**Run 1: clock nets**

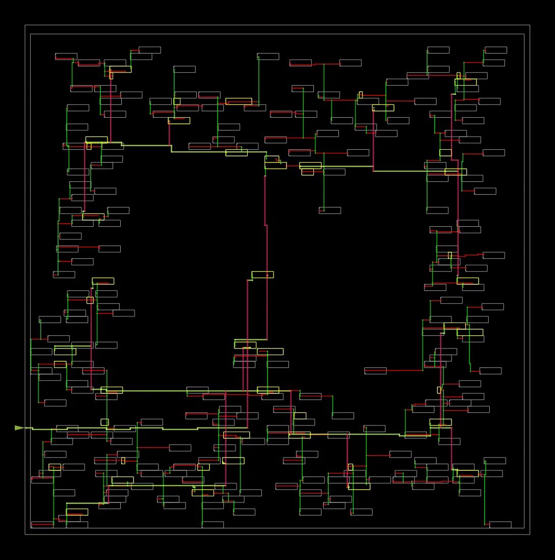
**Run 1: metal 3**

Drawn at 2 px/µm. Cells faint in the background.
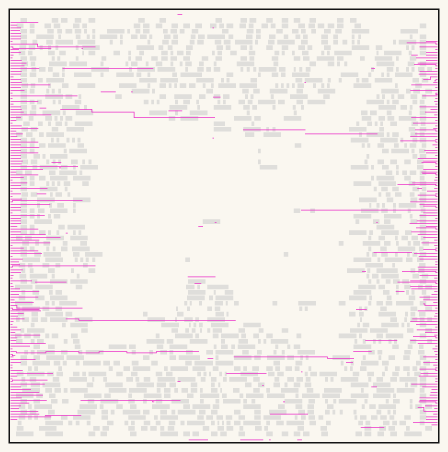
**Run 1: cell density map**

Drawn at 1.5 px/µm. The die is cut into 21 by 22 equal tiles; white is low, dark blue is high, 0 to 100% covered.
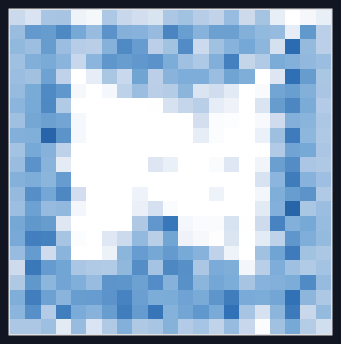
`src/rtl/mystic_pkg.sv`:
```
// Shared types and constants for the mystic ALU and its requester arbiter.
package mystic_pkg;

    localparam int unsigned XLEN     = 64;
    localparam int unsigned ALU_OP_W = 6;

    localparam logic [ALU_OP_W-1:0] ALU_OP_ADD = 6'd0;
    localparam logic [ALU_OP_W-1:0] ALU_OP_AND = 6'd1;
    localparam logic [ALU_OP_W-1:0] ALU_OP_OR  = 6'd2;
    localparam logic [ALU_OP_W-1:0] ALU_OP_SLL = 6'd3;
    localparam logic [ALU_OP_W-1:0] ALU_OP_SRA = 6'd4;
    localparam logic [ALU_OP_W-1:0] ALU_OP_SRL = 6'd5;
    localparam logic [ALU_OP_W-1:0] ALU_OP_XOR = 6'd6;
    localparam logic [ALU_OP_W-1:0] ALU_OP_SUB = 6'd7;
    localparam logic [ALU_OP_W-1:0] ALU_OP_MAX = 6'd7;

    typedef enum logic [1:0] {
        ARB_IDLE  = 2'd0,
        ARB_ISSUE = 2'd1,
        ARB_WAIT  = 2'd2,
        ARB_RESP  = 2'd3
    } arb_state_e;

    // Operation payload held toward the ALU while it is in flight.
    typedef struct packed {
        logic [ALU_OP_W-1:0] opcode;
        logic [XLEN-1:0]     src_a;
        logic [XLEN-1:0]     src_b;
    } alu_req_t;

    // Opcodes above ALU_OP_MAX are answered with an error and never reach the ALU.
    function automatic logic alu_op_legal(input logic [ALU_OP_W-1:0] op);
        return (op <= ALU_OP_MAX);
    endfunction

endpackage

```
`src/rtl/mystic_rr_arbiter.sv`:
```
// Combinational round-robin picker: first requester after last_id_i wins.
module mystic_rr_arbiter #(
    parameter int unsigned N    = 2,
    parameter int unsigned ID_W = (N > 1) ? $clog2(N) : 1
) (
    input  logic [N-1:0]    req_i,
    input  logic [ID_W-1:0] last_id_i,
    output logic [N-1:0]    grant_o,
    output logic [ID_W-1:0] grant_id_o
);

    logic            found_c;
    logic [ID_W-1:0] idx_c;

    // Scan from last_id_i+1 with wrap; the first asserted request is granted.
    always_comb begin
        grant_o    = '0;
        grant_id_o = '0;
        found_c    = 1'b0;
        idx_c      = '0;
        for (int unsigned off = 1; off <= N; off++) begin
            idx_c = ID_W'((32'(last_id_i) + off) % N);
            if (!found_c && req_i[idx_c]) begin
                found_c        = 1'b1;
                grant_o[idx_c] = 1'b1;
                grant_id_o     = idx_c;
            end
        end
    end

endmodule

```
`src/rtl/mystic_alu_arbiter.sv`:
```
// Shares one multi-cycle mystic ALU between NUM_REQ requesters, one op in flight.
module mystic_alu_arbiter
    import mystic_pkg::*;
#(
    parameter int unsigned NUM_REQ = 2,
    parameter int unsigned TIMEOUT = 15
) (
    input  logic                        clk_i,
    input  logic                        rst_i,
    input  logic [NUM_REQ-1:0]          req_valid_i,
    input  logic [NUM_REQ*ALU_OP_W-1:0] req_opcode_i,
    input  logic [NUM_REQ*XLEN-1:0]     req_srcA_i,
    input  logic [NUM_REQ*XLEN-1:0]     req_srcB_i,
    output logic [NUM_REQ-1:0]          req_ready_o,
    output logic [NUM_REQ-1:0]          rsp_valid_o,
    output logic [XLEN-1:0]             rsp_result_o,
    output logic                        rsp_error_o,
    output logic [ALU_OP_W-1:0]         alu_opcode_o,
    output logic                        alu_opcode_valid_o,
    output logic [XLEN-1:0]             alu_srcA_o,
    output logic [XLEN-1:0]             alu_srcB_o,
    input  logic [XLEN-1:0]             alu_result_i,
    input  logic                        alu_ready_i
);

    localparam int unsigned ID_W  = (NUM_REQ > 1) ? $clog2(NUM_REQ) : 1;
    localparam int unsigned CNT_W = $clog2(TIMEOUT + 1);

    arb_state_e           state_q, state_d;
    alu_req_t             op_q, op_d;
    logic [ID_W-1:0]      id_q, id_d;
    logic [ID_W-1:0]      last_q, last_d;
    logic [CNT_W-1:0]     cnt_q, cnt_d;
    logic                 alu_valid_q, alu_valid_d;
    logic [NUM_REQ-1:0]   rsp_valid_q, rsp_valid_d;
    logic [XLEN-1:0]      rsp_result_q, rsp_result_d;
    logic                 rsp_error_q, rsp_error_d;

    logic [NUM_REQ-1:0]   grant_c;
    logic [ID_W-1:0]      grant_id_c;
    logic                 accept_c;
    alu_req_t             sel_req_c;

    mystic_rr_arbiter #(
        .N    (NUM_REQ),
        .ID_W (ID_W)
    ) u_rr (
        .req_i      (req_valid_i),
        .last_id_i  (last_q),
        .grant_o    (grant_c),
        .grant_id_o (grant_id_c)
    );

    // Accept is only offered in IDLE and is suppressed while reset is asserted.
    assign req_ready_o = ((state_q == ARB_IDLE) && !rst_i) ? grant_c : '0;
    assign accept_c    = (state_q == ARB_IDLE) && (|grant_c);

    // Route the granted requester's opcode and operands.
    always_comb begin
        sel_req_c = '0;
        for (int unsigned i = 0; i < NUM_REQ; i++) begin
            if (grant_c[i]) begin
                sel_req_c.opcode = req_opcode_i[i*ALU_OP_W +: ALU_OP_W];
                sel_req_c.src_a  = req_srcA_i[i*XLEN +: XLEN];
                sel_req_c.src_b  = req_srcB_i[i*XLEN +: XLEN];
            end
        end
    end

    // Next-state logic: grant, issue pulse, bounded wait, one-cycle response.
    always_comb begin
        state_d      = state_q;
        op_d         = op_q;
        id_d         = id_q;
        last_d       = last_q;
        cnt_d        = cnt_q;
        alu_valid_d  = 1'b0;
        rsp_valid_d  = '0;
        rsp_result_d = '0;
        rsp_error_d  = 1'b0;

        case (state_q)
            ARB_IDLE: begin
                if (accept_c) begin
                    id_d   = grant_id_c;
                    last_d = grant_id_c;
                    if (alu_op_legal(sel_req_c.opcode)) begin
                        op_d        = sel_req_c;
                        alu_valid_d = 1'b1;
                        state_d     = ARB_ISSUE;
                    end else begin
                        rsp_valid_d = NUM_REQ'(1) << grant_id_c;
                        rsp_error_d = 1'b1;
                        state_d     = ARB_RESP;
                    end
                end
            end
            ARB_ISSUE: begin
                cnt_d   = '0;
                state_d = ARB_WAIT;
            end
            ARB_WAIT: begin
                if (alu_ready_i) begin
                    rsp_valid_d  = NUM_REQ'(1) << id_q;
                    rsp_result_d = alu_result_i;
                    state_d      = ARB_RESP;
                end else if (cnt_q == CNT_W'(TIMEOUT - 1)) begin
                    rsp_valid_d = NUM_REQ'(1) << id_q;
                    rsp_error_d = 1'b1;
                    state_d     = ARB_RESP;
                end else begin
                    cnt_d = cnt_q + CNT_W'(1);
                end
            end
            ARB_RESP: begin
                state_d = ARB_IDLE;
            end
            default: begin
                state_d = ARB_IDLE;
            end
        endcase
    end

    // State, operand and response registers; reset aborts any operation silently.
    always_ff @(posedge clk_i or posedge rst_i) begin
        if (rst_i) begin
            state_q      <= ARB_IDLE;
            op_q         <= '0;
            id_q         <= '0;
            last_q       <= ID_W'(NUM_REQ - 1);
            cnt_q        <= '0;
            alu_valid_q  <= 1'b0;
            rsp_valid_q  <= '0;
            rsp_result_q <= '0;
            rsp_error_q  <= 1'b0;
        end else begin
            state_q      <= state_d;
            op_q         <= op_d;
            id_q         <= id_d;
            last_q       <= last_d;
            cnt_q        <= cnt_d;
            alu_valid_q  <= alu_valid_d;
            rsp_valid_q  <= rsp_valid_d;
            rsp_result_q <= rsp_result_d;
            rsp_error_q  <= rsp_error_d;
        end
    end

    assign alu_opcode_o       = op_q.opcode;
    assign alu_srcA_o         = op_q.src_a;
    assign alu_srcB_o         = op_q.src_b;
    assign alu_opcode_valid_o = alu_valid_q;
    assign rsp_valid_o        = rsp_valid_q;
    assign rsp_result_o       = rsp_result_q;
    assign rsp_error_o        = rsp_error_q;

endmodule
```
`config.mk`:
```
export PLATFORM = sky130hd
export DESIGN_NAME = mystic_alu_arbiter
export DESIGN_NICKNAME = d
export VERILOG_FILES = /design/src/rtl/mystic_pkg.sv /design/src/rtl/mystic_rr_arbiter.sv /design/src/rtl/mystic_alu_arbiter.sv
export SDC_FILE = /design/constraint.sdc
export NUM_CORES = 1
export LEC_CHECK = 0
export CELL_PAD_IN_SITES_DETAIL_PLACEMENT = 1
export CELL_PAD_IN_SITES_GLOBAL_PLACEMENT = 1
export CORE_AREA = 2 2 212 214
export CTS_CLUSTER_SIZE = 25
export DETAILED_ROUTE_END_ITERATION = 7
export DIE_AREA = 0 0 214 216
export PLACE_DENSITY = 0.63
export SLEW_MARGIN = 20
export SYNTH_ARGS = -nofsm -noshare
export SYNTH_HDL_FRONTEND = slang
export SYNTH_SLANG_ARGS = --single-unit
export TNS_END_PERCENT = 10
```
`constraint.sdc`:
```
create_clock -name clk_i -period 9.8 [get_ports clk_i]
set_input_delay 2.94 -clock clk_i [delete_from_list [all_inputs] [get_ports clk_i]]
set_output_delay 2.94 -clock clk_i [all_outputs]
set_load 0.05 [all_outputs]
```
==> reports/metrics.json, run 1 <==
{
  "status": {
    "status": "complete, no violations"
  },
  "die": {
    "boundaryPins": 541
  },
  "placement": {
    "post-place-ws_ns": 2.033,
    "globalplace.congestion": 0.8305
  },
  "critical_path": {
    "crit_type": "input port to output port",
    "crit_path_frequent_cell": "clkdlybuf4s50_1",
    "worst-path-stages": 5,
    "cp_slowest_cell": "clkdlybuf4s50_1",
    "regToRegEndpoint": "alu_opcode_o[1]$_DFFE_PP0P_",
    "timing.critical_path.from": "req_valid_i[0]"
  },
  "final_layout": {
    "multi_input_combinational_cell_count": 508,
    "final.signal_buffer_count": 553,
    "comb_area_share_pct": 19.77,
    "insertedDiodeCount": 0
  },
  "sta": {
    "finalClockSkew_ns": 0.03279,
    "timing.final.crit_period_ns": 7.760
  },
  "global_route": {
    "initial_antenna_violation_count": 1,
    "first_global_vias": 9478,
    "global_route.usage.total_pct": 15.88,
    "grtUsageMet1_pct": 18.57
  },
  "synth": {
    "synth-main-ff-cell": "dfrtp_1",
    "synthesis.yosys.warnings": 0,
    "topCombFamilyByArea": "AND-OR/OR-AND gates",
    "simple_gate_area_share_pct": 6.362,
    "async_flop_share_pct": 100.0,
    "yosysChipArea_um2": 8692,
    "synth.distinct_cells": 29
  },
  "power": {
    "power.clock.fraction_pct": 19.7,
    "power_frac_comb_pct": 53.8,
    "worst_ir_drop_vdd_mv": 0.1300
  },
  "route": {
    "wl_per_cell_um": 20.04
  },
  "flow_run": {
    "stage_log_warnings": 29
  },
  "min_path": {
    "min-delay-start": "alu_opcode_o[4]$_DFFE_PP0P_"
  }
}
Notes on 'clock nets' above:
# clock sinks: 210
CTS buffer count: 26
clock network power: 1030 µW
Skew-Pair Late Insertion Delay: 0.55 ns
CLK BUF: 38

Notes on 'metal 3' above:
- share of all routed wire: 7.7%
- nets with wire on the layer: 306
- longest straight run: 78.2 µm
- main direction: horizontal
- wire length on this layer: 2960 µm
global routing usage on met3: 4.567%
DRT Wirelength: 38.40 mm

Notes on 'cell density map' above:
- emptiest ninth of the die: middle
- densest ninth of the die: bottom middle
- tiles over 75% full: 0.60%
- nearly empty tiles: 20%
- fullest tile: 79%
- mean over tiles: 32%
standard cell core area: 43840 µm²
fin util: 35.41%
starting density of the core: 19.83%

## run 1: synth_stat cells (all sizes together) (2+ instances only)
| master | n | area [µm²] |
|---|---|---|
| a21oi | 264 | 1321 |
| dfrtp | 209 | 5230 |
| a22oi | 131 | 983.4 |
| and3 | 65 | 406.6 |
| clkbuf | 65 | 244.0 |
| buf | 24 | 138.9 |
| nand2 | 6 | 22.52 |
| ha | 5 | 62.56 |
| inv | 5 | 18.77 |
| o21ai | 5 | 25.02 |
| nand2b | 4 | 25.02 |
| nand3 | 4 | 20.02 |
| nor2 | 4 | 15.01 |
| nor2b | 4 | 25.02 |
| and2 | 2 | 12.51 |
| mux2i | 2 | 20.02 |
| o22ai | 2 | 12.51 |
| or3 | 2 | 12.51 |
## run 1: cells in the final DEF, fill, tap and decap left out
cell type	count
o221ai_1	1
a21boi_4	1
nand4_1	1
and2_4	2
a31oi_1	1
nand3_1	4
clkbuf_1	6
nand2_1	6
nor2b_4	1
o21ai_0	5
inv_8	1
nor2_1	4
buf_4	13
and3_1	65
clkbuf_16	26
clkinv_2	2
clkbuf_8	6
nand3b_1	1
or3_1	2
dfrtp_1	209
ha_1	5
nand2b_1	4
bufinv_16	4
o22ai_1	2
a21oi_1	264
nor2b_1	3
dfstp_2	1
mux2i_1	2
clkinv_4	1
clkinv_8	1
clkinvlp_4	2
a22oi_1	131
o22a_1	1
clkdlybuf4s50_1	540
a32oi_4	1
inv_1	4
a22o_1	1
## run 1: sequential cells by signal, indices dropped and copies added (netlist names)
signal and count:
rsp_error_o 1, alu_opcode_valid_o 1, alu_srcB_o 64, rsp_result_o 64, rsp_valid_o 2, alu_opcode_o 6, cnt_q 4, id_q 1
alu_srcA_o 64, last_q 1, state_q 2
==> run 2, diff against run 1 <==
==> constraint.sdc (replaced) <==
create_clock -name clk_i -period 8.1 [get_ports clk_i]
set_input_delay 2.43 -clock clk_i [delete_from_list [all_inputs] [get_ports clk_i]]
set_output_delay 2.43 -clock clk_i [all_outputs]
set_load 0.05 [all_outputs]
==> run 2 against run 1 <==
  * Worst setup slack got worse by 0.66 ns
  * Global-route usage fell by 0.44 points
  * Combinational power increased by 21%
  * Flip-flop count unchanged
  * First-iteration DRC count is 8.0% lower
  * Non-clock buffer count is 1 higher
  * Power rose by 19%
  * Design area down 0.52%
  * Largest power group unchanged
==> reports/metrics.json, run 2 <==
{
  "synth": {
    "async_flop_share_pct": 100.0,
    "synth-main-ff-cell": "dfrtp_1",
    "synthTopCellsByCount": "264 x a21oi_1, 209 x dfrtp_1, 131 x a22oi_1",
    "floorplan.nets": 1154,
    "synthesis.yosys.warnings": 0,
    "synth_top_cell_by_area": "dfrtp_1",
    "largest_type_area_fraction_pct": 60.17,
    "ys_cells": 812,
    "synthesis.area_per_instance_um2": 10.70,
    "synth.distinct_cells": 29,
    "most_numerous_cell_in_the_yosys_netlist": "a21oi_1",
    "cells_taking_the_most_area_after_synthesis": "dfrtp_1 60%, a21oi_1 15%, a22oi_1 11%, and3_1 4.7%, clkbuf_1 2.8%",
    "yosysChipArea_um2": 8692,
    "synthesis.instances": 812
  },
  "global_route": {
    "global_routing_usage_on_met3_pct": 5.004,
    "initial_antenna_violation_count": 0,
    "first_global_vias": 9409,
    "grt_pass1_wl_mm": 57.03,
    "grtUsageMet1_pct": 18.50,
    "grt_max_degree": 114,
    "global_route.usage.total_pct": 15.44
  },
  "final_layout": {
    "layout.cells.most_common": "clkdlybuf4s50_1",
    "layout.cells.most_common_list": "540 x clkdlybuf4s50_1, 264 x a21oi_1, 209 x dfrtp_1",
    "area_growth_pct": 77.63,
    "area_used_by_multi_input_combinational_logic_um2": 3069,
    "insertedDiodeCount": 0,
    "final_util_pct": 35.22
  },
  "cts": {
    "clock_sinks": 210,
    "clk_latency_ns": 0.55,
    "cts_made_buffers": 26
  },
  "critical_path": {
    "cp_slowest_cell": "clkdlybuf4s50_1",
    "reg2reg_depth": 7,
    "regToRegEndpoint": "alu_srcA_o[5]$_DFFE_PP0P_",
    "crit_type": "input port to output port",
    "crit_path_frequent_cell": "clkdlybuf4s50_1"
  },
  "min_path": {
    "holdPathStages": 1,
    "min-delay-start": "cnt_q[3]$_DFFE_PP0P_"
  },
  "die": {
    "boundaryPins": 541,
    "die_height_um": 216,
    "coreArea_um2": 43840,
    "fp.dieArea_um2": 46220
  },
  "route": {
    "wl_per_cell_um": 19.39,
    "wirelength_mm": 37.15
  },
  "status": {
    "status": "complete, no violations"
  },
  "sta": {
    "timing.final.crit_period_ns": 6.723
  },
  "flow_run": {
    "stage_log_warnings": 31
  },
  "power": {
    "worst_ir_drop_vdd_mv": 0.1378
  },
  "placement": {
    "globalplace.congestion": 0.8404
  }
}
[run 2: cell counts after synthesis]
No cell type changed its count.
[run 2: worst max path at each step]
stage	start	endpoint	slack [ns]	cells after the start
floorplan	req_valid_i[1]	req_ready_o[0]	1.59	7
global placement	req_valid_i[0]	req_ready_o[0]	1.38	5
detailed placement	req_valid_i[0]	req_ready_o[0]	1.36	5
CTS	req_valid_i[0]	req_ready_o[0]	1.36	5
global route	req_valid_i[0]	req_ready_o[0]	1.29	5
finish	req_valid_i[0]	req_ready_o[0]	1.38	5
[run 2: worst max-delay path: cells and delay by family]
kind	cells	cell delay, ns
buf+inv	2	1.46
simple gates	3	0.40
[run 2: final cells by class]
class	count	area share, %
multi-input combinational	508	19.88
sequential	210	34.04
clock buffer	36	4.716
clock inverter	11	0.6483
tap	592	4.797
timing repair buffer	554	35.77
inverter	5	0.1459
[run 2: report_power, final]
| part | internal [µW] | switching (µW) | leakage [µW] |
|---|---|---|---|
| Combinational | 1100 | 2320 | 0.00342 |
| Sequential | 1460 | 209 | 0.00256 |
| Clock | 661 | 472 | 0.000411 |
[run 2: kinds of logic after synthesis]
logic type                 count (synthesis)  synth area share (%)
muxes                                      2                0.2303
AOI/OAI and AO/OA                        408                 27.59
and+or+nand+nor                           93                 6.362
buffers and inverters                     94                 4.621
DFF                                      210                 60.47
adders and majority gates                  5                0.7197
[run 2: through the flow]
stage                     total power, µW  hold WS, ns  worst slack (ns)  cell area (µm²)  std cells
after floorplan                      3801       0.4593             1.594             8696        812
after global placement               5091       0.4838             1.382            14610       1869
after detailed placement             5133       0.4918             1.364            14610       1869
after CTS                            6306       0.4983             1.359            15440       1916
after global routing                 6540       0.5303             1.289            15440       1916
final                                6212       0.4953             1.377            15440       1916
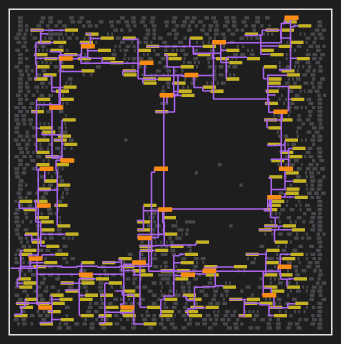
**Above:** run 2 (clock distribution).
Drawn at 1.5 px/µm.
- clock drivers: orange (count 26)
- clock wires: purple (length 3390 µm)
- flip-flops: yellow (count 210)
- flops lie: spread over the die
- routed clock nets: 27
clock share of power: 18.2%
Final Skew: 0.008934 ns
clock network power: 1130 µW

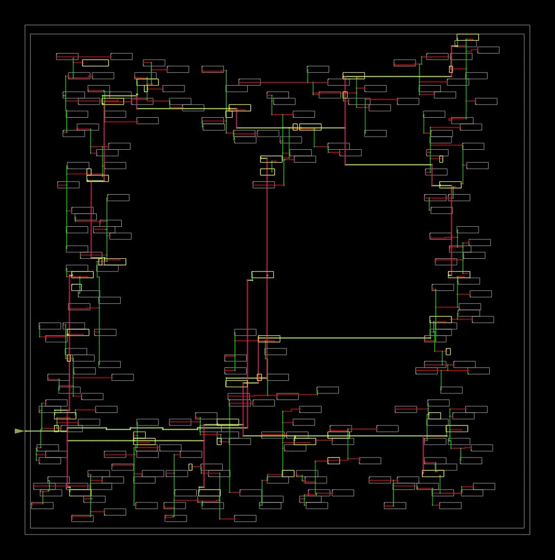
**Above:** run 2 (clock nets).
CLK BUF: 36
number of sequential cells: 210

==> run 3, diff against run 2 <==
--- a/config.mk
+++ b/config.mk
@@ -7,11 +7,11 @@
 export LEC_CHECK = 0
 export CELL_PAD_IN_SITES_DETAIL_PLACEMENT = 1
 export CELL_PAD_IN_SITES_GLOBAL_PLACEMENT = 1
-export CORE_AREA = 2 2 212 214
+export CORE_AREA = 2 2 211 213
 export CTS_CLUSTER_SIZE = 25
 export DETAILED_ROUTE_END_ITERATION = 7
-export DIE_AREA = 0 0 214 216
-export PLACE_DENSITY = 0.63
+export DIE_AREA = 0 0 213 215
+export PLACE_DENSITY = 0.66
 export SLEW_MARGIN = 20
 export SYNTH_ARGS = -nofsm -noshare
 export SYNTH_HDL_FRONTEND = slang
==> constraint.sdc (replaced) <==
create_clock -name clk_i -period 5.45 [get_ports clk_i]
set_input_delay 1.635 -clock clk_i [delete_from_list [all_inputs] [get_ports clk_i]]
set_output_delay 1.635 -clock clk_i [all_outputs]
set_load 0.05 [all_outputs]
==> run 3 against run 2 <==
  * Die area is 0.93% lower
  * Core utilization is 0.17 points higher
  * Wire length is 1.6% lower
  * Critical endpoint unchanged
==> reports/metrics.json, run 3 <==
{
  "synth": {
    "synthTopCellsByCount": "264 x a21oi_1, 209 x dfrtp_1, 131 x a22oi_1",
    "synth.distinct_cells": 29,
    "synthesis.area_per_instance_um2": 10.70,
    "largest_type_area_fraction_pct": 60.17,
    "cells_taking_the_most_area_after_synthesis": "dfrtp_1 60%, a21oi_1 15%, a22oi_1 11%, and3_1 4.7%, clkbuf_1 2.8%",
    "floorplan.nets": 1154,
    "synth_top_cell_by_area": "dfrtp_1",
    "yosysChipArea_um2": 8692,
    "ys_cells": 812
  },
  "flow_run": {
    "stage_log_warnings": 35
  },
  "final_layout": {
    "area_growth_pct": 77.70,
    "finalNonFillerCells": 1912,
    "finalInstanceArea_um2": 15450,
    "area_used_by_multi_input_combinational_logic_um2": 3069
  },
  "global_route": {
    "global_route.usage.total_pct": 15.11
  },
  "min_path": {
    "min-delay-start": "alu_opcode_o[4]$_DFFE_PP0P_"
  },
  "power": {
    "fin_total_pwr_uw": 9172,
    "worst_ir_drop_vdd_mv": 0.2189
  },
  "route": {
    "wirelength_mm": 36.56,
    "wl_per_cell_um": 19.12
  },
  "critical_path": {
    "crit_type": "input port to output port",
    "path_buffers": 2,
    "regToRegEndpoint": "alu_srcA_o[32]$_DFFE_PP0P_",
    "reg2reg_depth": 7
  },
  "sta": {
    "finalClockSkew_ns": 0.01924,
    "setup_slack_ns": 0.8349,
    "worst_hold_margin_ns": 0.4995
  },
  "cts": {
    "clock_sinks": 210,
    "cts_made_buffers": 25
  },
  "die": {
    "fp.dieArea_um2": 45800,
    "die_height_um": 215
  },
  "status": {
    "status": "complete, no violations"
  },
  "placement": {
    "globalplace.congestion": 0.7542,
    "postPlaceCellArea_um2": 14660
  }
}
## run 3: kinds of logic (layout without fill, tap and decap cells)
kind of cell / Yosys count / in the layout / synth area share, %
fa+ha+maj: 5 / 5 / 0.7197
mux: 2 / 2 / 0.2303
other cells: 0 / 2 / 0
compound gates: 408 / 408 / 27.59
buf+inv: 94 / 600 / 4.621
simple gates: 93 / 93 / 6.362
flops: 210 / 210 / 60.47
## run 3: worst max path at each step
stage | slack (ns) | startpoint | depth (start not counted) | to
after floorplan | 0.53 | req_valid_i[1] | 7 | req_ready_o[0]
after global placement | 0.85 | req_valid_i[0] | 5 | req_ready_o[0]
after detailed placement | 0.83 | req_valid_i[0] | 5 | req_ready_o[0]
after CTS | 0.84 | req_valid_i[0] | 5 | req_ready_o[0]
after global routing | 0.77 | req_valid_i[0] | 5 | req_ready_o[0]
final | 0.83 | req_valid_i[0] | 5 | req_ready_o[0]
## run 3: power by group
part / internal [µW] / leakage (µW) / switching (µW)
Combinational: 1640 / 0.00344 / 3420
Sequential: 2170 / 0.00256 / 323
Clock: 948 / 0.000382 / 667
Total: 4760 / 0.00638 / 4410
## run 3: layer usage
layer / track usage [%] / wire, µm / up-vias
li1: - / - / 3992
met1: 17.35 / 14490 / 4223
met2: 26.72 / 17980 / 348
met3: 4.486 / 3105 / 56
met4: 4.709 / 986 / 0
met5: 0 / 0 / -
## run 3: cell type report
class / count / share of cell area, %
inverters: 5 / 0.1458
repair buffers: 553 / 36.08
flip-flops and latches: 210 / 34.03
clock inverters: 5 / 0.4455
multi-input cells: 508 / 19.87
clock buffers: 37 / 4.601
well taps: 592 / 4.795
diodes: 2 / 0.03240
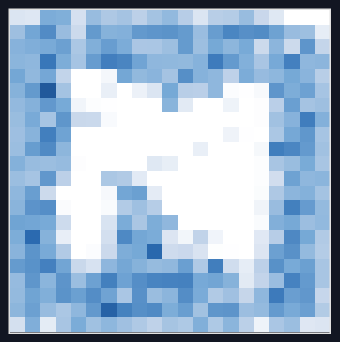
**Above:** run 3 (cell density map).
Drawn at 1.5 px/µm. The die is cut into 21 by 22 equal tiles; white is low, dark blue is high, 0 to 100% covered.
- tiles over 75% full: 0.90%
- mean over tiles: 32%
- emptiest ninth of the die: middle
- nearly empty tiles: 23%
- fullest tile: 83%
fin util: 35.39%
starting density of the core: 19.92%
standard cell core area: 43640 µm²

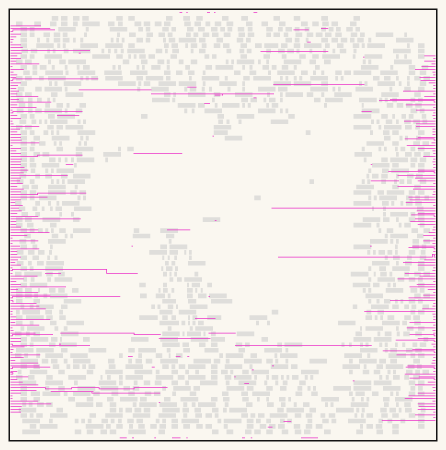
**Above:** run 3 (metal 3).
Drawn at 2 px/µm. Cells faint in the background.
- longest straight run: 81.7 µm
- share of all routed wire: 8.5%
- wire length on this layer: 3110 µm

Power figures rest on the tool's default switching activity, not on a simulated workload.
